File: src/rtl/keypad_pkg.sv
`default_nettype none
// ============================================================================
// Module   : keypad_pkg
// Purpose  : Shared types and constants for the 4x4 hex keypad scanner.
//            - kp_state_t : scan/debounce FSM state encoding
//            - KEY_MAP    : hex code per {row,col} position
//            - lowest_low : priority encoder picking the lowest active-low row
// Revision : 1.0  initial release
// ============================================================================
package keypad_pkg;

   localparam int NUM_ROWS = 4;
   localparam int NUM_COLS = 4;

   typedef enum logic [1:0] {
      SCAN     = 2'd0,
      DEBOUNCE = 2'd1,
      PRESSED  = 2'd2,
      RELEASE  = 2'd3
   } kp_state_t;

   // Index is {row[1:0], col[1:0]}; layout of a standard hex keypad
   // (row 3 carries E/0/F/D in place of the */0/#/D legends).
   localparam logic [3:0] KEY_MAP [16] = '{
      4'h1, 4'h2, 4'h3, 4'hA,
      4'h4, 4'h5, 4'h6, 4'hB,
      4'h7, 4'h8, 4'h9, 4'hC,
      4'hE, 4'h0, 4'hF, 4'hD
   };

   // Lowest-index low bit wins when several rows are pulled low together.
   function automatic logic [1:0] lowest_low(input logic [NUM_ROWS-1:0] r);
      logic [1:0] idx;
      idx = 2'd0;
      for (int i = NUM_ROWS - 1; i >= 0; i--) begin
         if (!r[i]) idx = 2'(i);
      end
      return idx;
   endfunction

endpackage
`default_nettype wire

File: src/rtl/keypad_scanner_input_sync.sv
`default_nettype none
// ============================================================================
// Module   : input_sync
// Purpose  : N-bit two-flop synchronizer for asynchronous inputs. Resets to
//            all-ones, i.e. the released level of the pulled-up keypad rows.
// Ports    : clock   in  1      system clock
//            reset_n in  1      asynchronous active-low reset
//            d       in  WIDTH  asynchronous input
//            q       out WIDTH  synchronized output
// Revision : 1.0  initial release
// ============================================================================
module input_sync
   import keypad_pkg::*;
#(
   parameter int WIDTH = NUM_ROWS
) (
   input  logic             clock,
   input  logic             reset_n,
   input  logic [WIDTH-1:0] d,
   output logic [WIDTH-1:0] q
);

   logic [WIDTH-1:0] r_meta;
   logic [WIDTH-1:0] r_sync;

   always_ff @(posedge clock or negedge reset_n) begin
      if (!reset_n) begin
         r_meta <= '1;
         r_sync <= '1;
      end else begin
         r_meta <= d;
         r_sync <= r_meta;
      end
   end

   assign q = r_sync;

endmodule
`default_nettype wire

File: src/rtl/keypad_scanner.sv
`default_nettype none
// ============================================================================
// Module   : keypad_scanner
// Purpose  : Scans a 4x4 hex keypad one column at a time, debounces presses
//            and releases on the scan tick, and delivers one hex code per
//            press over a valid/ready handshake.
// Ports    : clock     in  1  system clock (100MHz)
//            reset_n   in  1  asynchronous active-low reset
//            rows      in  4  keypad rows, active-low, asynchronous
//            cols      out 4  column drive, active-low, one bit low
//            key_code  out 4  accepted key code, stable while key_valid
//            key_valid out 1  key_code holds an unconsumed key
//            key_ready in  1  consumer takes key_code on valid && ready
//            key_held  out 1  accepted key still physically pressed
//            overrun   out 1  1-cycle pulse: accept dropped, key pending
// Config   : KEYPAD_REPEAT_EN - when defined, a held key is re-accepted
//            every REPEAT_TICKS scan ticks.
// Revision : 1.0  initial release
// ============================================================================
module keypad_scanner
   import keypad_pkg::*;
#(
   parameter int SCAN_DIV     = 20000,
   parameter int DEBOUNCE_CNT = 4,
   parameter int REPEAT_TICKS = 2500
) (
   input  logic       clock,
   input  logic       reset_n,
   input  logic [3:0] rows,
   output logic [3:0] cols,
   output logic [3:0] key_code,
   output logic       key_valid,
   input  logic       key_ready,
   output logic       key_held,
   output logic       overrun
);

   localparam int C_PRE_W = (SCAN_DIV > 1) ? $clog2(SCAN_DIV) : 1;
   localparam int C_CNT_W = $clog2(DEBOUNCE_CNT + 1);
   localparam logic [C_PRE_W-1:0] C_PRE_MAX = C_PRE_W'(SCAN_DIV - 1);
   localparam logic [C_CNT_W-1:0] C_DEB_MAX = C_CNT_W'(DEBOUNCE_CNT);
   localparam logic [C_CNT_W-1:0] C_CNT_ONE = C_CNT_W'(1);

   // ---------------------------------------------------------------------
   // Row synchronizer and decode
   // ---------------------------------------------------------------------
   logic [3:0] w_rows_s;
   logic       w_hit;
   logic [1:0] w_row_idx;

   input_sync #(.WIDTH(NUM_ROWS)) u_row_sync (
      .clock   (clock),
      .reset_n (reset_n),
      .d       (rows),
      .q       (w_rows_s)
   );

   assign w_hit     = ~&w_rows_s;
   assign w_row_idx = lowest_low(w_rows_s);

   // ---------------------------------------------------------------------
   // Column dwell prescaler
   // ---------------------------------------------------------------------
   logic [C_PRE_W-1:0] r_prescaler;
   logic               w_tick;

   assign w_tick = (r_prescaler == C_PRE_MAX);

   always_ff @(posedge clock or negedge reset_n) begin
      if (!reset_n) begin
         r_prescaler <= '0;
      end else if (w_tick) begin
         r_prescaler <= '0;
      end else begin
         r_prescaler <= r_prescaler + C_PRE_W'(1);
      end
   end

   // ---------------------------------------------------------------------
   // Scan / debounce FSM
   // ---------------------------------------------------------------------
   kp_state_t          r_state, w_state_next;
   logic [C_CNT_W-1:0] r_cnt, w_cnt_next;
   logic [1:0]         r_col_idx, w_col_next;
   logic [1:0]         r_row_idx, w_row_next;
   logic               w_accept_deb;
   logic               w_repeat;
   logic               w_accept;
   logic [3:0]         r_key_code;
   logic               r_key_valid;
   logic               r_key_held;
   logic               r_overrun;

   always_ff @(posedge clock or negedge reset_n) begin
      if (!reset_n) begin
         r_state   <= SCAN;
         r_cnt     <= '0;
         r_col_idx <= 2'd0;
         r_row_idx <= 2'd0;
      end else begin
         r_state   <= w_state_next;
         r_cnt     <= w_cnt_next;
         r_col_idx <= w_col_next;
         r_row_idx <= w_row_next;
      end
   end

   always_comb begin
      w_state_next = r_state;
      w_cnt_next   = r_cnt;
      w_col_next   = r_col_idx;
      w_row_next   = r_row_idx;
      w_accept_deb = 1'b0;
      if (w_tick) begin
         unique case (r_state)
            SCAN: begin
               if (w_hit) begin
                  w_row_next   = w_row_idx;
                  w_cnt_next   = C_CNT_ONE;
                  w_state_next = DEBOUNCE;
               end else begin
                  w_col_next = r_col_idx + 2'd1;
               end
            end
            DEBOUNCE: begin
               // Only the same row on the same column counts as agreement.
               if (w_hit && (w_row_idx == r_row_idx)) begin
                  if (r_cnt >= C_DEB_MAX - C_CNT_ONE) begin
                     w_state_next = PRESSED;
                     w_accept_deb = 1'b1;
                  end else begin
                     w_cnt_next = r_cnt + C_CNT_ONE;
                  end
               end else begin
                  w_state_next = SCAN;
                  w_col_next   = r_col_idx + 2'd1;
               end
            end
            PRESSED: begin
               if (!w_hit) begin
                  w_cnt_next   = C_CNT_ONE;
                  w_state_next = RELEASE;
               end
            end
            RELEASE: begin
               if (w_hit) begin
                  // Bounce during release: back to held, no second accept.
                  w_state_next = PRESSED;
               end else if (r_cnt >= C_DEB_MAX - C_CNT_ONE) begin
                  w_state_next = SCAN;
                  w_col_next   = r_col_idx + 2'd1;
               end else begin
                  w_cnt_next = r_cnt + C_CNT_ONE;
               end
            end
            default: w_state_next = SCAN;
         endcase
      end
   end

   // ---------------------------------------------------------------------
   // Optional auto-repeat while held
   // ---------------------------------------------------------------------
`ifdef KEYPAD_REPEAT_EN
   localparam int C_REP_W = $clog2(REPEAT_TICKS + 1);
   localparam logic [C_REP_W-1:0] C_REP_MAX = C_REP_W'(REPEAT_TICKS);

   logic [C_REP_W-1:0] r_rep_cnt;

   assign w_repeat = w_tick && (r_state == PRESSED) && (w_state_next == PRESSED)
                     && (r_rep_cnt == C_REP_MAX - C_REP_W'(1));

   always_ff @(posedge clock or negedge reset_n) begin
      if (!reset_n) begin
         r_rep_cnt <= '0;
      end else if ((r_state != PRESSED) || (w_state_next != PRESSED)) begin
         r_rep_cnt <= '0;
      end else if (w_tick) begin
         r_rep_cnt <= w_repeat ? '0 : r_rep_cnt + C_REP_W'(1);
      end
   end
`else
   assign w_repeat = 1'b0;
`endif

   assign w_accept = w_accept_deb | w_repeat;

   // ---------------------------------------------------------------------
   // Output handshake. A consume on the same cycle as an accept frees the
   // slot, so the new key is taken rather than flagged as an overrun.
   // ---------------------------------------------------------------------
   always_ff @(posedge clock or negedge reset_n) begin
      if (!reset_n) begin
         r_key_code  <= 4'd0;
         r_key_valid <= 1'b0;
         r_key_held  <= 1'b0;
         r_overrun   <= 1'b0;
      end else begin
         r_overrun  <= 1'b0;
         r_key_held <= (w_state_next == PRESSED) || (w_state_next == RELEASE);
         if (w_accept) begin
            if (!r_key_valid || key_ready) begin
               r_key_code  <= KEY_MAP[{r_row_idx, r_col_idx}];
               r_key_valid <= 1'b1;
            end else begin
               r_overrun <= 1'b1;
            end
         end else if (r_key_valid && key_ready) begin
            r_key_valid <= 1'b0;
         end
      end
   end

   assign cols      = ~(4'b0001 << r_col_idx);
   assign key_code  = r_key_code;
   assign key_valid = r_key_valid;
   assign key_held  = r_key_held;
   assign overrun   = r_overrun;

endmodule
`default_nettype wire
File: config.mk
export PLATFORM = sky130hd
export DESIGN_NAME = keypad_scanner
export DESIGN_NICKNAME = d
export VERILOG_FILES = /design/src/rtl/keypad_pkg.sv /design/src/rtl/keypad_scanner_input_sync.sv /design/src/rtl/keypad_scanner.sv
export SDC_FILE = /design/constraint.sdc
export NUM_CORES = 1
export LEC_CHECK = 0
export ABC_AREA = 1
export CAP_MARGIN = 20
export CORE_ASPECT_RATIO = 0.9
export CORE_MARGIN = 4
export CORE_UTILIZATION = 30
export CTS_CLUSTER_SIZE = 12
export DETAILED_ROUTE_END_ITERATION = 10
export GPL_TIMING_DRIVEN = 1
export SLEW_MARGIN = 20
export SYNTH_ARGS = -nofsm -noshare
export SYNTH_HDL_FRONTEND = slang
export SYNTH_SLANG_ARGS = --single-unit
File: constraint.sdc
create_clock -name clock -period 3 [get_ports clock]
set_input_delay 0.6 -clock clock [delete_from_list [all_inputs] [get_ports clock]]
set_output_delay 0.6 -clock clock [all_outputs]
set_load 0.005 [all_outputs]
==> images/ff_map.png <==
Scale: 4 px per micron. Other sequential cells in the stronger gray, the rest of the logic in the fainter gray.
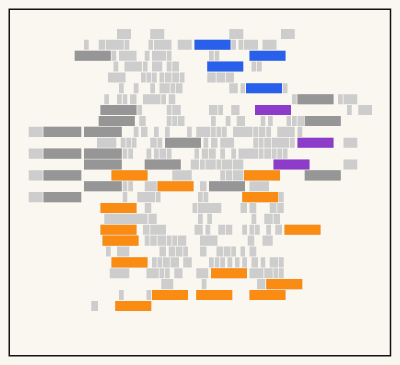
Key: purple = r_cnt [placed flops 3]; orange = r_prescaler [placed flops 15]; blue = key_code [placed flops 4]

==> images/util_map.png <==
Scale: 3 px per micron. The die is cut into 9 by 9 equal tiles; dark purple is low, yellow is high, 0 to 100% covered.
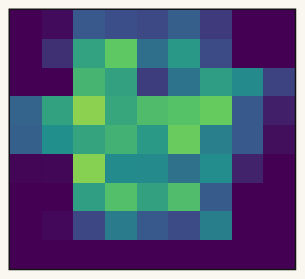
33% of the tiles are nearly empty. 4.9% of the tiles are over 75% full. The mean over all tiles is 28%. The fullest tile reaches 82%. The densest ninth of the die: center.

==> images/port_trees.png <==
Scale: 4 px per micron.
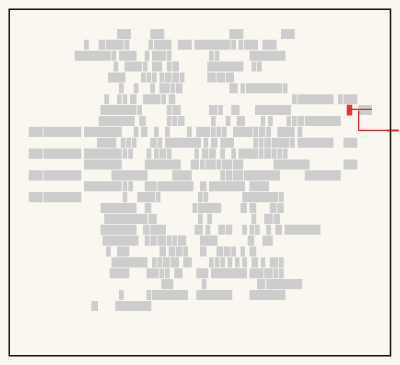
Key: red = key_ready [direction input, edge right, end cells 1, wire 18.0 microns]

==> results.cfg <==
; generated from flow reports
[logic_synthesis]
synth.ff_latch_count = 39
postSynth.topFlopCell = sky130_fd_sc_hd__dfrtp_1
yosys_chip_area_sq_um = 2039
yosys.cell_types.count = 32
syn_area_per_cell_sq_um = 8.324
post_synth_edffs = 0
synth_warnings = 0
mappedNetlistArea_sq_um = 2039
netlist.top_cell.by_instances = sky130_fd_sc_hd__nand2_1
synth.top_cell.area_share_pct = 38.04
ys_cells = 245
synthArstFlopShare_pct = 100.0
synth.yosys.seq_area_share_pct = 48.34
syn-num-nets = 261
top_cells_by_area = sky130_fd_sc_hd__dfrtp_1 (38%), sky130_fd_sc_hd__dfstp_2 (10%), sky130_fd_sc_hd__nand2_1 (10%), sky130_fd_sc_hd__inv_1 (7.2%), sky130_fd_sc_hd__ha_1 (5.5%)

[layout]
most-common-layout-cells = sky130_fd_sc_hd__nand2_1 (56), sky130_fd_sc_hd__inv_1 (39), sky130_fd_sc_hd__dfrtp_1 (31)
post_route_cells_drive_above_1_share_pct = 11.90
top_layout_cell = sky130_fd_sc_hd__nand2_1
final_net_count = 284
largest_register_ffs = 15
largest_register = r_prescaler
antenna-diode-count = 0
syn_to_final_growth_pct = 19.14

[floorplan]
die.size.x_microns = 94.91
ios = 18
rows = 28
floorplan.core_util_pct = 30.97

[sta]
hold_slack_ps = 350.0
setup-tns-final_ps = 0
transition_at_the_pin_with_the_smallest_max_transition_slack_ps = 842.7
setup_repair_after_global_routing_missed_its_margin = no
final-setup-viol-count = 0
maxSlewViolCount = 0
post-route-period-util_pct = 74.69
min_period_ps = 2241
layout_setup_ws_ps = 759.2
clock.fmax_ghz = 0.4463
slew_headroom_pct = 43.82
clock_skew_ps = 14.45

[clocking]
htree_num_levels = 2
cts.clk_slew.worst_paths_ps = 70
clock-root-buffer = sky130_fd_sc_hd__clkbuf_8
clock_sinks = 39
postCtsResizedCells = 0
cts_hold_buffers = 0
clockBufferDepth = 2
postCtsSetupBuffers = 0
clk_latency_ps = 290

[detailed_routing]
drt-pass1-iter-count = 4
avg_wl_per_cell_microns = 10.26
post_drt_via_cell_ratio = 4.362
wirelength_mm = 3.682
drt_iter0_markers = 100
ant_nets = 0

[power]
power_leakage_nw = 1.173
cellPowerDensity_nw_per_um2 = 418.5
power.ir.vdd_worst_mv = 0.2347

[placement]
dp_hpwl_mm = 2.807
routabilityCongestion = 0.8353
place_ws_ps = 1057
port_buffers = 17
placement.cell_area_sq_um = 2312

[global_route]
grt_pass1_wl_mm = 6.741
grt_util_all_layers_pct = 10.33
antenna_found_initial = 0
grt_overflow = 0
grt_max_degree = 40
first_global_vias = 1539

[critical_path]
dominant_delay_contributor_by_cell_family_on_the_critical_path = buffers and inverters
cp-start-kind = flop
crit_arrival_ps = 1640
critical_path.cell_chain = inv_1, ha_1, inv_1, clkdlybuf4s50_1
path_class = reg2out
critPathBufInv = 3
worstSetupPathDepth = 4
timing.critical_path.required_ps = 2400
crit_path_frequent_cell = sky130_fd_sc_hd__inv_1
cp_slowest_cell = sky130_fd_sc_hd__clkdlybuf4s50_1
worst_path_largest_cell_delay_ps = 480
rr_worst_depth = 10

[min_path]
classification_of_the_worst_slack_hold_path = reg2reg
min_delay_path_depth = 0

[run]
cap_viol_max_count = 0
stage_log_warnings = 31

[run_status]
outcome = complete, no violations
[logic make-up (layout without fill, tap and decap cells)]
group	Yosys count	in the layout	synth area share, %
and+or+nand+nor	123	123	28.41
AOI/OAI and AO/OA	28	28	7.976
DFF	39	39	48.34
buffers and inverters	41	65	7.607
xor gates and xnor gates	5	5	2.147
adders and majority gates	9	9	5.522
[per-layer routing]
layer | wire length, microns | share of wire, % | GRT usage [%]
met1 | 1854 | 50 | 13.31
met2 | 1650 | 45 | 16.71
met3 | 105 | 2.9 | 2.083
met4 | 72 | 2.0 | 4.718
met5 | 0 | 0 | 0
[power by group]
part           internal, mW  leakage, nW  total [mW]  switching, mW
Clock                 0.269       0.0612       0.455          0.186
Sequential            0.535        0.503       0.537        0.00217
Combinational       0.00881        0.609      0.0243         0.0155
Total                 0.813         1.17        1.02          0.204
[final cells by class]
type                            instances  area (sq um)
Fill cell                             705          4156
Sequential cell                        39         985.9
Multi-Input combinational cell        165         898.4
Timing Repair Buffer                   17         165.2
Inverter                               40         150.1
Tap cell                               90         112.6
Clock buffer                            6         82.58
Clock inverter                          2         35.03
[through the flow]
step	utilization, %	power (mW)	instances
global route	36.89	1.051	359
finish	36.89	1.017	359
CTS	36.89	1.032	359
global placement	35.11	0.5727	351
detailed placement	35.11	0.5730	351
floorplan	-	0.5538	245
[path summary, 6_finish.rpt]
kind,to,slack (ps),start
worst min-delay path,u_row_sync.q[3],350,u_row_sync.r_meta[3]
max in group asynchronous,r_prescaler[1],2060,reset_n
min in group asynchronous,r_prescaler[8],410,reset_n
worst max register to register,r_cnt[1],1190,r_cnt[0]
worst min register to register,u_row_sync.q[3],350,u_row_sync.r_meta[3]
worst max-delay path,cols[0],760,r_col_idx[0]
Power is estimated from default activity; no workload was simulated.
